$ cat src/rtl/udp_wrback_pkg.sv
// Shared types and helpers for the UDP write-back frame writer.
package udp_wrback_pkg;

  localparam int unsigned LEN_W     = 11;
  localparam logic [7:0]  HDR_MAGIC = 8'hA5;

  typedef enum logic [2:0] {
    ST_IDLE,
    ST_WAIT,
    ST_HDR,
    ST_DATA,
    ST_PAD,
    ST_DROP
  } state_e;

  // FIFO words occupied by a frame: one header word plus the padded payload.
  function automatic logic [LEN_W-1:0] calc_need(input logic [LEN_W-1:0] len);
    logic [LEN_W:0] words;
    words = ({1'b0, len} + (LEN_W+1)'(3)) >> 2;
    return LEN_W'(words) + LEN_W'(1);
  endfunction

endpackage

$ cat src/rtl/udp_wrback_byte_packer.sv
// Packs bytes big-endian into 32-bit words; a flush closes a partial word
// with zero padding in the low bytes.
module udp_wrback_byte_packer (
  input  logic        wclk,
  input  logic        wrst,
  input  logic        byte_valid_i,
  input  logic [7:0]  byte_i,
  input  logic        flush_i,
  output logic        word_valid_o,
  output logic [31:0] word_o
);

  logic [23:0] acc_q;
  logic [1:0]  idx_q;
  logic [31:0] full_w;
  logic [4:0]  pad_sh;

  // Assemble the word that the current byte would complete.
  always_comb begin
    full_w       = {acc_q, byte_i};
    pad_sh       = {2'(2'd3 - idx_q), 3'b000};
    word_o       = full_w << pad_sh;
    word_valid_o = byte_valid_i & ((idx_q == 2'd3) | flush_i);
  end

  // Shift accepted bytes in; restart the word after every emit.
  always_ff @(posedge wclk or posedge wrst) begin
    if (wrst) begin
      acc_q <= '0;
      idx_q <= '0;
    end else if (byte_valid_i) begin
      if (word_valid_o) begin
        acc_q <= '0;
        idx_q <= '0;
      end else begin
        acc_q <= {acc_q[15:0], byte_i};
        idx_q <= idx_q + 2'd1;
      end
    end
  end

endmodule

$ cat src/rtl/udp_wrback_frame_writer.sv
// Frames a UDP byte stream into header + payload words for the write-back
// FIFO, reserving FIFO space per frame so every frame is written whole.
module udp_wrback_frame_writer
  import udp_wrback_pkg::*;
#(
  parameter int unsigned c_WR_DEPTH_WIDTH = 9,
  parameter int unsigned c_MAX_LEN        = 1472
) (
  input  logic                        wclk,
  input  logic                        wrst,
  input  logic                        s_valid,
  output logic                        s_ready,
  input  logic [7:0]                  s_data,
  input  logic                        s_last,
  input  logic [LEN_W-1:0]            s_len,
  output logic                        fifo_wr_en,
  output logic [31:0]                 fifo_wr_data,
  input  logic                        fifo_wfull,
  input  logic [c_WR_DEPTH_WIDTH:0]   fifo_wr_level,
  output logic [15:0]                 frm_cnt,
  output logic [15:0]                 drop_cnt,
  output logic                        err_len
);

  localparam int unsigned      CW        = c_WR_DEPTH_WIDTH + 2;
  localparam logic [CW-1:0]    DEPTH_W   = CW'(2**c_WR_DEPTH_WIDTH);
  localparam logic [LEN_W-1:0] MAX_LEN_L = LEN_W'(c_MAX_LEN);

  state_e           state_q;
  logic [LEN_W-1:0] len_q, need_q, cnt_q, words_q;
  logic             wait_q, drop_idle_q;
  logic             wr_en_q, err_q;
  logic [31:0]      wr_data_q;
  logic [15:0]      frm_q, drop_q;

  logic [CW-1:0]    free_w, need_w;
  logic             room_ok, accept, flush;
  logic [LEN_W-1:0] cnt_d;
  logic             pk_emit;
  logic [31:0]      pk_word;

  // Reservation check against the write-side water level, plus byte handshake.
  always_comb begin
    free_w  = DEPTH_W - CW'(fifo_wr_level);
    need_w  = CW'(need_q);
    room_ok = (free_w >= need_w);
    case (state_q)
      ST_DATA: s_ready = ~fifo_wfull;
      ST_DROP: s_ready = 1'b1;
      default: s_ready = 1'b0;
    endcase
    accept = s_valid & s_ready & (state_q == ST_DATA);
    cnt_d  = cnt_q + LEN_W'(1);
    flush  = s_last | (cnt_d == len_q);
  end

  udp_wrback_byte_packer u_packer (
    .wclk         (wclk),
    .wrst         (wrst),
    .byte_valid_i (accept),
    .byte_i       (s_data),
    .flush_i      (flush),
    .word_valid_o (pk_emit),
    .word_o       (pk_word)
  );

  // Frame FSM with registered FIFO write port, error pulse and counters.
  always_ff @(posedge wclk or posedge wrst) begin
    if (wrst) begin
      state_q     <= ST_IDLE;
      len_q       <= '0;
      need_q      <= '0;
      cnt_q       <= '0;
      words_q     <= '0;
      wait_q      <= 1'b0;
      drop_idle_q <= 1'b0;
      wr_en_q     <= 1'b0;
      wr_data_q   <= '0;
      err_q       <= 1'b0;
      frm_q       <= '0;
      drop_q      <= '0;
    end else begin
      wr_en_q <= 1'b0;
      err_q   <= 1'b0;
      case (state_q)
        ST_IDLE: begin
          if (s_valid) begin
            len_q  <= s_len;
            need_q <= calc_need(s_len);
            wait_q <= 1'b0;
            if ((s_len == '0) || (s_len > MAX_LEN_L)) begin
              drop_idle_q <= 1'b1;
              state_q     <= ST_DROP;
            end else begin
              state_q <= ST_WAIT;
            end
          end
        end
        // First WAIT cycle only lets the level settle; the compare is used from the second.
        ST_WAIT: begin
          if (!wait_q) begin
            wait_q <= 1'b1;
          end else if (room_ok) begin
            state_q <= ST_HDR;
          end
        end
        ST_HDR: begin
          if (!fifo_wfull) begin
            wr_en_q   <= 1'b1;
            wr_data_q <= {HDR_MAGIC, 13'b0, len_q};
            words_q   <= LEN_W'(1);
            cnt_q     <= '0;
            state_q   <= ST_DATA;
          end
        end
        ST_DATA: begin
          if (accept) begin
            cnt_q <= cnt_d;
            if (pk_emit) begin
              wr_en_q   <= 1'b1;
              wr_data_q <= pk_word;
              words_q   <= words_q + LEN_W'(1);
            end
            if (s_last) begin
              if (cnt_d == len_q) begin
                frm_q   <= frm_q + 16'd1;
                state_q <= ST_IDLE;
              end else begin
                err_q   <= 1'b1;
                state_q <= ST_PAD;
              end
            end else if (cnt_d == len_q) begin
              err_q       <= 1'b1;
              drop_idle_q <= 1'b0;
              state_q     <= ST_DROP;
            end
          end
        end
        // Short frame: the last flushed word may already complete the reservation.
        ST_PAD: begin
          if (!fifo_wfull) begin
            if (words_q == need_q) begin
              frm_q   <= frm_q + 16'd1;
              state_q <= ST_IDLE;
            end else begin
              wr_en_q   <= 1'b1;
              wr_data_q <= '0;
              words_q   <= words_q + LEN_W'(1);
            end
          end
        end
        ST_DROP: begin
          if (s_valid && s_last) begin
            if (drop_idle_q) drop_q <= drop_q + 16'd1;
            state_q <= ST_IDLE;
          end
        end
        default: state_q <= ST_IDLE;
      endcase
    end
  end

  assign fifo_wr_en   = wr_en_q;
  assign fifo_wr_data = wr_data_q;
  assign frm_cnt      = frm_q;
  assign drop_cnt     = drop_q;
  assign err_len      = err_q;

endmodule

$ cat config.mk
export PLATFORM = sky130hd
export DESIGN_NAME = udp_wrback_frame_writer
export DESIGN_NICKNAME = d
export VERILOG_FILES = /design/src/rtl/udp_wrback_pkg.sv /design/src/rtl/udp_wrback_byte_packer.sv /design/src/rtl/udp_wrback_frame_writer.sv
export SDC_FILE = /design/constraint.sdc
export NUM_CORES = 1
export LEC_CHECK = 0
export ABC_AREA = 1
export CORE_MARGIN = 2
export CORE_UTILIZATION = 58
export CTS_BUF_LIST = sky130_fd_sc_hd__clkbuf_8
export CTS_CLUSTER_SIZE = 16
export DETAILED_ROUTE_END_ITERATION = 16
export PLACE_DENSITY_LB_ADDON = 0.05
export SYNTH_ARGS = -nofsm -noshare
export SYNTH_HDL_FRONTEND = slang
export SYNTH_SLANG_ARGS = --single-unit
$ cat constraint.sdc
create_clock -name wclk -period 6.5 [get_ports wclk]
set_clock_uncertainty 0.15 [all_clocks]
set_input_delay 1.3 -clock wclk [delete_from_list [all_inputs] [get_ports wclk]]
set_output_delay 1.3 -clock wclk [all_outputs]
set_load 0.03 [all_outputs]
==> out/qor.txt <==
Crit path DAT - 4.52 ns
Grt met2 use - 44.3%
Worst reg-to-reg path cell count - 19
Routed WL - 19700 um
Cells after Synth - 1064
Crit end category - flip-flop
Most used cell, CP - nand2_1
Met1 usage - 37.9%
Outcome - finished, final reports clean
Critical Path Source - fifo_wr_level[0]
Unique cell types - 42
Die y size - 122 um
Data buffer area share - 10.7%
Reg area - 3530 um^2
CP max-delay cell - clkdlybuf4s50_1
Final setup vio count - 0
Inverters excl. clock - 151
Top routing layer in use - met4
Post-Syn Nets - 1118
Switching Fraction - 42.0%
Worst-case clock buffer depth - 2
==> flip-flops by register name, indices dropped and copies added (netlist names) <==
| signal | cells |
|---|---|
| words_q | 11 |
| cnt_q | 11 |
| wait_q | 1 |
| fifo_wr_en | 1 |
| drop_cnt | 16 |
| drop_idle_q | 1 |
| err_len | 1 |
| len_q | 11 |
| fifo_wr_data | 32 |
| state_q | 3 |
| frm_cnt | 16 |
| u_packer.acc_q | 24 |
| need_q | 11 |
| u_packer.idx_q | 2 |
==> per-stage QoR <==
stage,power (mW),hold slack [ns],cell area (um^2),setup WS (ns),std cells
floorplan,2.13,0.308,8110,1.27,1064
global placement,2.49,0.312,9190,2.02,1310
detailed placement,2.52,0.319,9190,1.89,1310
CTS,3.25,0.332,9610,2.24,1342
global route,3.47,0.353,9610,1.88,1342
finish,3.24,0.325,9610,2.17,1342
### Wiring by layer

The bar under the picture is 20 um long.
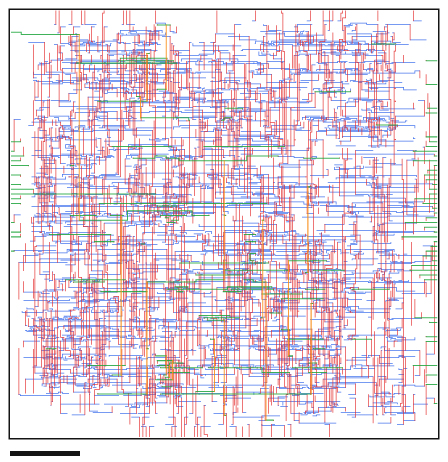
metal 1 -> blue  # wire length 8940 um
metal 2 -> red  # wire length 9240 um
metal 4 -> orange  # wire length 404 um
metal 3 -> green  # wire length 1080 um

### Signal wires on met4

The bar under the picture is 20 um long.
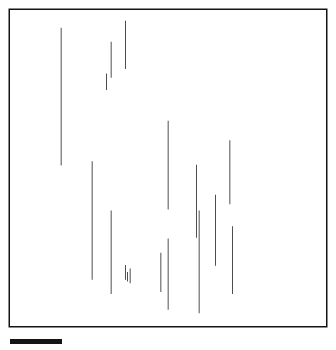
longest straight run = 53.0 um
nets with wire on the layer = 14
wire length on this layer = 404 um

### Cell classes on the final placement

The bar under the picture is 20 um long. Fill, decap, tap and diode cells in grey.
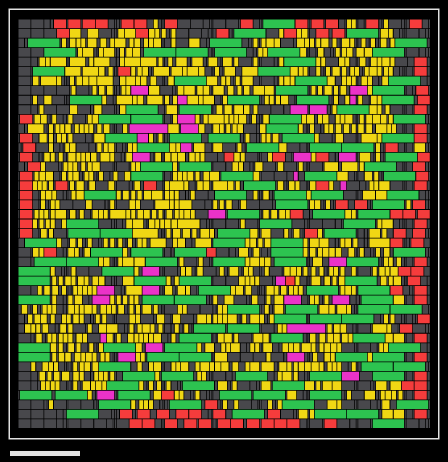
remaining buffers and delay cells -> red  # cells 103
sequential cells -> green  # cells 141
combinational and other logic -> yellow  # cells 886
clock drivers and dummy loads -> magenta  # cells 32

Power figures rest on the tool's default switching activity, not on a simulated workload.
